`config.mk`:
```
export PLATFORM = sky130hd
export DESIGN_NAME = sap_controller_sequencer
export DESIGN_NICKNAME = d
export VERILOG_FILES = /design/src/rtl/sap_controller_sequencer.sv
export SDC_FILE = /design/constraint.sdc
export NUM_CORES = 1
export LEC_CHECK = 0
export ABC_AREA = 1
export CORE_ASPECT_RATIO = 0.9
export CORE_MARGIN = 2
export CORE_UTILIZATION = 35
export CTS_CLUSTER_SIZE = 14
export DETAILED_ROUTE_END_ITERATION = 12
export PLACE_DENSITY = 0.82
export RECOVER_POWER = 100
export SETUP_SLACK_MARGIN = 0.1
export SKIP_CTS_REPAIR_TIMING = 1
export SLEW_MARGIN = 5
export SYNTH_ARGS = -nofsm -noshare
export SYNTH_HDL_FRONTEND = slang
export SYNTH_SLANG_ARGS = --single-unit
```
`constraint.sdc`:
```
create_clock -name clk -period 3.1 [get_ports clk]
set_input_delay 0.465 -clock clk [delete_from_list [all_inputs] [get_ports clk]]
set_output_delay 0.465 -clock clk [all_outputs]
set_load 0.01 [all_outputs]
```
`src/rtl/sap_controller_sequencer.sv`:
```
`default_nettype none
// ============================================================================
// Module   : sap_controller_sequencer
// Purpose  : SAP-1 controller-sequencer. A 6-state one-hot ring counter
//            (T1..T6) steps the fetch/execute cycle. The 12-bit control word
//            is decoded combinationally from the ring state and the opcode.
//            A sticky halt latch freezes the machine on HLT.
// Ports    : clk      - system clock, rising edge active
//            clear_n  - asynchronous active-low reset
//            run      - 1 = advance, 0 = hold state and force con to zero
//            opcode   - instruction register upper nibble (valid from T4)
//            t_state  - one-hot ring state, bit0 = T1 ... bit5 = T6
//            con      - control word {cp,ep,lm,ce,li,ei,la,ea,su,eu,lb,lo}
//            halt     - set after HLT is decoded, cleared only by clear_n
// Revision : 1.0 - initial release
// ============================================================================
module sap_controller_sequencer #(
  parameter logic [3:0] OP_LDA = 4'b0000,
  parameter logic [3:0] OP_ADD = 4'b0001,
  parameter logic [3:0] OP_SUB = 4'b0010,
  parameter logic [3:0] OP_OUT = 4'b1110,
  parameter logic [3:0] OP_HLT = 4'b1111
) (
  input  logic        clk,
  input  logic        clear_n,
  input  logic        run,
  input  logic [3:0]  opcode,
  output logic [5:0]  t_state,
  output logic [11:0] con,
  output logic        halt
);

  // Ring states (one-hot)
  localparam logic [5:0] C_T1 = 6'b000001;
  localparam logic [5:0] C_T2 = 6'b000010;
  localparam logic [5:0] C_T3 = 6'b000100;
  localparam logic [5:0] C_T4 = 6'b001000;
  localparam logic [5:0] C_T5 = 6'b010000;
  localparam logic [5:0] C_T6 = 6'b100000;

  // Control word bit masks
  localparam logic [11:0] C_CP = 12'h800;
  localparam logic [11:0] C_EP = 12'h400;
  localparam logic [11:0] C_LM = 12'h200;
  localparam logic [11:0] C_CE = 12'h100;
  localparam logic [11:0] C_LI = 12'h080;
  localparam logic [11:0] C_EI = 12'h040;
  localparam logic [11:0] C_LA = 12'h020;
  localparam logic [11:0] C_EA = 12'h010;
  localparam logic [11:0] C_SU = 12'h008;
  localparam logic [11:0] C_EU = 12'h004;
  localparam logic [11:0] C_LB = 12'h002;
  localparam logic [11:0] C_LO = 12'h001;

  logic [5:0] t_state_q, t_state_d;
  logic       halt_q, halt_d;

  // --------------------------------------------------------------------------
  // State register
  // --------------------------------------------------------------------------
  always_ff @(posedge clk or negedge clear_n) begin
    if (!clear_n) begin
      t_state_q <= C_T1;
      halt_q    <= 1'b0;
    end else begin
      t_state_q <= t_state_d;
      halt_q    <= halt_d;
    end
  end

  // --------------------------------------------------------------------------
  // Next-state logic
  // --------------------------------------------------------------------------
  always_comb begin
    t_state_d = t_state_q;
    halt_d    = halt_q;
    if (run && !halt_q) begin
      case (t_state_q)
        C_T1: t_state_d = C_T2;
        C_T2: t_state_d = C_T3;
        C_T3: t_state_d = C_T4;
        C_T4: begin
          // HLT parks the ring in T4; halt then blocks all further advance.
          if (opcode == OP_HLT) begin
            halt_d = 1'b1;
          end else begin
            t_state_d = C_T5;
          end
        end
        C_T5: t_state_d = C_T6;
        C_T6: t_state_d = C_T1;
        // Any non-one-hot pattern recovers to the start of a fetch.
        default: t_state_d = C_T1;
      endcase
    end
  end

  // --------------------------------------------------------------------------
  // Output decode: control word from registered state and opcode
  // --------------------------------------------------------------------------
  always_comb begin
    con = 12'h000;
    if (run && !halt_q) begin
      case (t_state_q)
        C_T1: con = C_EP | C_LM;
        C_T2: con = C_CP;
        C_T3: con = C_CE | C_LI;
        C_T4: begin
          if (opcode == OP_LDA || opcode == OP_ADD || opcode == OP_SUB) begin
            con = C_EI | C_LM;
          end else if (opcode == OP_OUT) begin
            con = C_EA | C_LO;
          end
        end
        C_T5: begin
          if (opcode == OP_LDA) begin
            con = C_CE | C_LA;
          end else if (opcode == OP_ADD || opcode == OP_SUB) begin
            con = C_CE | C_LB;
          end
        end
        C_T6: begin
          if (opcode == OP_ADD) begin
            con = C_EU | C_LA;
          end else if (opcode == OP_SUB) begin
            con = C_SU | C_EU | C_LA;
          end
        end
        default: con = 12'h000;
      endcase
    end
  end

  assign t_state = t_state_q;
  assign halt    = halt_q;

endmodule
`default_nettype wire
```
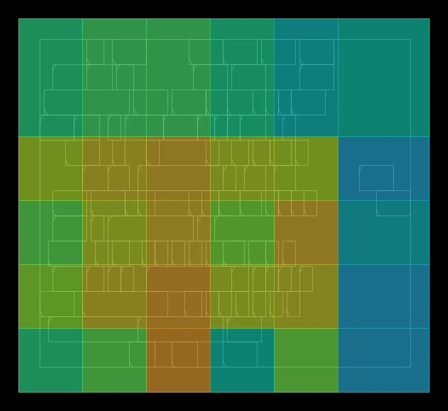
Fig. 1. Track usage over the die (run 1).
busiest grt layer: met2
All-Layer GR Usage: 0.161
met1 usage: 0.217
WL/cell: 11.2 um
met3 Resource Use GR: 0.0180

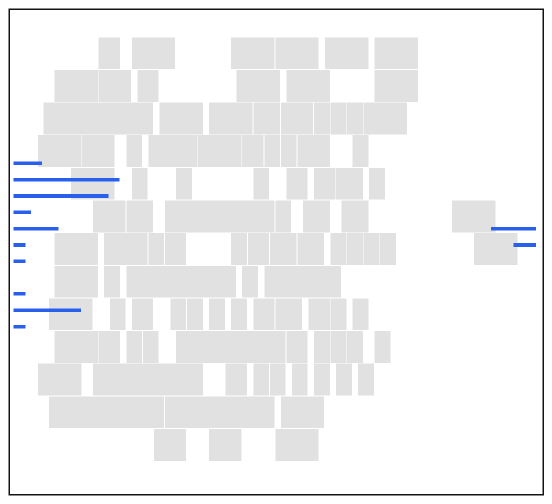
Fig. 2. The metal 3 layer (run 1).
(12 px per um)
The layer holds 2.8% of the routed length. The longest straight run is 8.50 um. 12 nets have wire on it.
final WL: 1300 um
Via Count: 578

==> out/results.tsv, run 1 <==
metric	value	unit
grt_pass1_wl	2060	um
dieArea	1790	um^2
synth-edff-count	0	
cpPeakStageDelay	600	ps
cp.arrival	2320	ps
finalCriticalPeriod	2790	ps
drv_slew	0	
p_per_area	616	nW/um^2
drt-initial-drc-count	7	
max_freq	359	MHz
path_cells	dlygate4sd3_1 -> nor2_1 -> nand3_1 -> or2_1 -> nor2_1 -> dlygate4sd3_1	
setup_viol	0	
ys_ff	7	
ant_nets	0	
vdd_drop_max	455	uV
antenna_found_initial	0	
vias_per_cell	4.98	
crit_type	input pin to output port	
grt_max_degree	8	
yosys_warnings	0	
outcome	finished, final reports clean	
floorplan.core_util	0.363	
worstHoldPathCells	2	
overflow	0	
fin_skew	3.73	ps
tool_warnings	26	
clockBufferDepth	2	
flop_cell	dfrtp_1	
rr_worst_depth	4	
numCtsBuffers	3	
synthesis.area	513	um^2
syn_inst	73	
cts.clk_slew.worst_paths	60	ps
fp_nets	80	
yosysUniqueCellTypes	20	
gp_congestion	0.806	
rsz0062_at_grt	false	
fin_crit_sh	0.899	
dieHeight	40.3	um
post-route-util	0.557	
drive_gt1_frac	0.0990	
slew_headroom	0.558	
async_flop_share	1.00	
cts_tree	done	
end_kind	output port	
core_area	1420	um^2
htree_levels	1	
cts_sinks	7	
hold_class	flop to flop	
path_max_fanout	3	
drc	0	
critPathLaunchType	input pin	
num_rows	13	
cts_root_buffer	clkbuf_4	
portBuffers	25	
drv_cap	0	
yosys.area.top_type	dfrtp_1	
worst_pin_slew	656	ps
hpwl	1080	um
hold_violations	0	
area_leaders	dfrtp_1, nor2_1, nand2_1	
syn_to_final_growth	53.7	%
synth.avg_cell_area	7.03	um^2
antenna_cells	0	
fp.dieW	44.4	um
required	2630	ps
yosys-stat-area	513	um^2
ys_seq_share	0.344	
cpMaxStageDelayCell	dlygate4sd3_1	
fin_nets	109	
yosys.area.top_type_share	0.293	
grt_pass1_vias	514	
ys_cells	73	
fin_tns_setup	0	ps
io_pins	26	
leakagePower	0.414	nW
drtPass1Iterations	4	
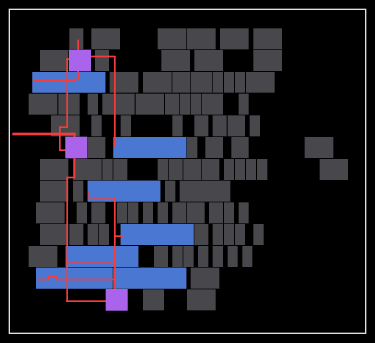
Fig. 3. Routed clock nets over the placement (run 1).
(8 px per um)
Key: cells driving clock nets = purple [count 3]; clock wires = red [length 110 um]; flip-flops = blue [count 7]
There are 4 routed clock nets.
Latency at later pin: 260 ps
Clock Power: 0.0000853 W
clock share of power: 0.176

==> run 1: critical path: cells and delay by family <==
family / cells / cell delay (ps)
buffers and inverters: 2 / 1170
and+or+nand+nor: 4 / 680
==> run 1: state kept, by name (all words and copies together), names as in the netlist <==
name     count
t_state      6
halt         1
==> run 1: cells by family after synthesis <==
kind of cell	synth area share
AND/OR/NAND/NOR	0.459
AND-OR/OR-AND	0.124
flip-flops	0.344
buffers and inverters	0.0732
==> run 1: cell usage in the layout (no fill, tap or decap), types with 2 or more instances in the layout <==
master and count:
o21ai_0 3, inv_1 7, nor2_2 2, dlygate4sd3_1 21, o22ai_1 2, nand3_1 6
nand3b_1 2, nand4_1 3, nand2_1 13, clkbuf_4 3, clkdlybuf4s50_1 4, dfrtp_1 6
o21ai_1 2, nor2_1 18
==> run 1: power by group <==
group          total (W)  leakage, nW  switching, W  internal [W]
Sequential      0.000154       0.0924     0.0000325      0.000121
Combinational   0.000246        0.304      0.000139      0.000108
Clock          0.0000853       0.0177     0.0000379     0.0000473
Total           0.000485        0.414      0.000209      0.000276
==> run 1: synthesized netlist by cell type (2+ instances only) <==
cell type / n
nand2_1: 13
nand4_1: 3
o21ai_1: 4
nor2_2: 3
dfrtp_1: 6
inv_1: 7
nand3_1: 6
nor2_1: 17
nand3b_1: 2
o22ai_1: 2
==> run 1: per-stage QoR <==
stage	power, W	area (um^2)	hold WS [ps]	worst slack [ps]	cells
after floorplan	0.000302	513	169	1250	73
after global placement	0.000419	774	497	443	112
after detailed placement	0.000420	774	500	399	112
after CTS	0.000512	802	464	399	116
after global routing	0.000527	788	546	194	116
final	0.000485	788	519	312	116
==> run 1: final cells by class <==
type / count / area (um^2)
Sequential cell: 7 / 176
Clock buffer: 3 / 22.5
Clock inverter: 1 / 5.00
Fill cell: 142 / 627
Multi-Input combinational cell: 57 / 285
Inverter: 8 / 30.0
Tap cell: 15 / 18.8
Timing Repair Buffer: 25 / 250
==> run 1: layer usage <==
layer | share of wire | vias up | global-route usage
li1 | - | 296 | -
met1 | 0.48 | 270 | 0.217
met2 | 0.49 | 12 | 0.254
met3 | 0.027 | 0 | 0.0180
met4 | 0 | 0 | 0.0909
met5 | 0 | - | 0
==> run 1: final timing paths <==
check                                 from         end  slack, ps
max in group asynchronous          clear_n  t_state[0]       2270
worst min register to register  t_state[0]  t_state[0]        520
worst max-delay path             opcode[2]      con[1]        310
worst min-delay path            t_state[0]  t_state[0]        520
min in group asynchronous          clear_n  t_state[4]        540
worst max register to register  t_state[5]  t_state[5]       1420
==> run 1 -> run 2 <==
clock period = 2.95 ns   (was 3.1 ns; I/O delays follow)
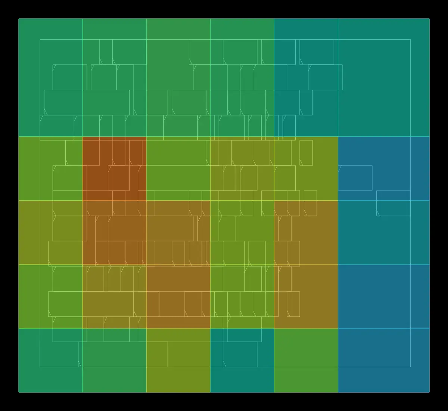
Fig. 4. Track usage over the die (run 2).
Util after Layout: 0.546
met3 Resource Use GR: 0.0225

==> out/results.tsv, run 2 <==
metric	value	unit	change
outcome	finished, final reports clean		
tool_warnings	26		unchanged
p_per_area	649	nW/um^2	+5.5%
drt-initial-drc-count	12		+5
vdd_drop_max	504	uV	+11%
mi_logic_area	270	um^2	-5.3%
ys_sh_simple	0.459		unchanged
nFillCells	145		+2.1%
cpPeakStageDelay	610	ps	about the same
common_cells	nor2_1, nand2_1, inv_1		
rsz0062_at_grt	false		
numCtsBuffers	3		unchanged
hold_class	flop to flop		
dieHeight	40.3	um	unchanged
drv_cap	0		unchanged
flop_cell	dfrtp_1		
htree_levels	1		unchanged
yosys-stat-area	513	um^2	unchanged
antenna_cells	0		unchanged
rr_worst_depth	5		+1
cts_tree	done		
fin_nets	109		unchanged
yosysUniqueCellTypes	20		unchanged
dp_slack	301	ps	-98.7 ps
synthMuxAreaShare	0		unchanged
cts_sinks	7		unchanged
stdcell_area	772	um^2	-2.1%
crit_type	input pin to output port		
drtPass1Iterations	4		unchanged
hpwl	1110	um	+3.0%
fin_tns_setup	0	ps	unchanged
synth.avg_cell_area	7.03	um^2	unchanged
end_kind	output port		
drv_slew	0		unchanged
vias_per_cell	4.95		-0.69%
max_freq	375	MHz	
area_leaders	dfrtp_1, nor2_1, nand2_1		
fp.dieW	44.4	um	unchanged
regArea	176	um^2	unchanged
dp.cells	112		unchanged
io_pins	26		unchanged
cts.clk_slew.worst_paths	50	ps	about the same
floorplan.core_util	0.363		unchanged
setup_viol	0		unchanged
hold_violations	0		unchanged
yosys_warnings	0		unchanged
synthesis.area	513	um^2	unchanged
worstHoldPathCells	2		unchanged
ys_seq_share	0.344		unchanged
routed_wirelength	1370	um	+4.9%
drc	0		unchanged
overflow	0		unchanged
dr_total_vias	574		-0.69%
path_delay_family	buffers and inverters		
grt_pass1_wl	2140	um	+3.7%
xor_area_frac	0		unchanged
cp_num_buf_inv	3		+1
finalCriticalPeriod	2660	ps	
grt_max_degree	8		unchanged
slew_headroom	0.535		-0.0229
critPathLaunchType	input pin		
fin_crit_sh	0.903		
dieArea	1790	um^2	unchanged
yosys.area.top_type_share	0.293		unchanged
clockBufferDepth	2		unchanged
num_rows	13		unchanged
ys_ff	7		unchanged
async_flop_share	1.00		unchanged
cpMaxStageDelayCell	dlygate4sd3_1		
path_cells	clkdlybuf4s50_1 -> inv_1 -> nor2_4 -> nand3_1 -> or2_1 -> nor2_1 -> dlygate4sd3_1		
adder_share	0		unchanged
antenna_found_initial	0		unchanged
ys_cells	73		unchanged
wire_per_inst	11.8	um	+4.9%
syn_to_final_growth	50.5	%	
crit_cells	7		+1
yosys.area.top_type	dfrtp_1		
leakagePower	0.406	nW	-2.0%
fp_nets	80		unchanged
placedInstanceArea	774	um^2	unchanged
portBuffers	25		unchanged
lay_top_cells	nor2_1, dlygate4sd3_1, nand2_1, inv_1, nand3_1		
setup_slack	286	ps	-25.2 ps
cts_root_buffer	clkbuf_4		
gp_congestion	0.806		about the same
required	2510	ps	-120 ps
drive_gt1_frac	0.0693		-0.0297
cp.arrival	2220	ps	-100 ps
logic_family	simple AND/OR/NAND/NOR gates		
synth-edff-count	0		unchanged
ant_nets	0		unchanged
core_area	1420	um^2	unchanged
worst_pin_slew	690	ps	+34.0 ps
finalNonFillerCells	116		unchanged
grt_pass1_vias	534		+3.9%
synthAoiAreaFrac	0.124		unchanged
synth.most_common_cell	nor2_1		
path_max_fanout	7		+4
largest_reg_flops	6		unchanged
grt_usage	0.167		+0.00585
syn_inst	73		unchanged
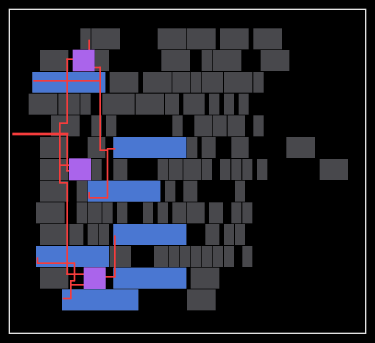
Fig. 5. Routed clock nets over the placement (run 2).
(8 px per um)
Key: clock wires = red [length 101 um]; flip-flops = blue [count 7]; cells driving clock nets = purple [count 3]
There are 4 routed clock nets.
Clock Power: 0.0000873 W
clock share of power: 0.174
Clock Skew: 5.31 ps
Latency at later pin: 250 ps

[run 2: cell counts after synthesis]
No cell type changed its count.
[run 2: report_power, final]
| group | switching, W | total, W | internal (W) |
|---|---|---|---|
| Sequential | 0.0000347 | 0.000162 | 0.000127 |
| Combinational | 0.000140 | 0.000252 | 0.000112 |
| Clock | 0.0000356 | 0.0000873 | 0.0000516 |
| Total | 0.000210 | 0.000501 | 0.000291 |
[run 2: layout make-up]
type                            count  area share
Multi-Input combinational cell     57       0.350
Sequential cell                     7       0.229
Inverter                            8      0.0389
Clock buffer                        4      0.0340
Timing Repair Buffer               25       0.324
Tap cell                           15      0.0243
[run 2: per-layer routing]
metal	GRT usage	up-vias	share of wire
met2	0.246	14	0.49
met1	0.236	264	0.47
met5	0	-	0
li1	-	296	-
met4	0.0909	0	0
met3	0.0225	0	0.034
[run 2: final timing paths]
kind                       slack, ps    endpoint       start
setup / recovery                 290      con[1]         run
hold / removal                   510  t_state[0]  t_state[0]
setup reg to reg                1040  t_state[4]  t_state[5]
hold reg to reg                  510  t_state[0]  t_state[0]
max in group asynchronous       2130  t_state[0]     clear_n
min in group asynchronous        520  t_state[4]     clear_n
[run 2: stage by stage]
step	total power (W)	hold slack (ps)
final	0.000501	514
after global routing	0.000545	534
after floorplan	0.000318	147
after CTS	0.000534	453
after detailed placement	0.000443	508
after global placement	0.000441	497
[run 2: cell families (layout without fill, tap and decap cells)]
logic type             count (synthesis)  after routing
and+or+nand+nor                       48             48
DFF                                    7              7
AOI/OAI and AO/OA                      9              9
buffers and inverters                  9             37
[run 2: worst register-to-register path: stages, from the launching register on]
cell and delay (ps):
dfrtp_1 430, nor2_1 270, nand3_1 270, o21ai_0 630, nand2_1 120, o21ai_1 100
Power figures rest on the tool's default switching activity, not on a simulated workload.
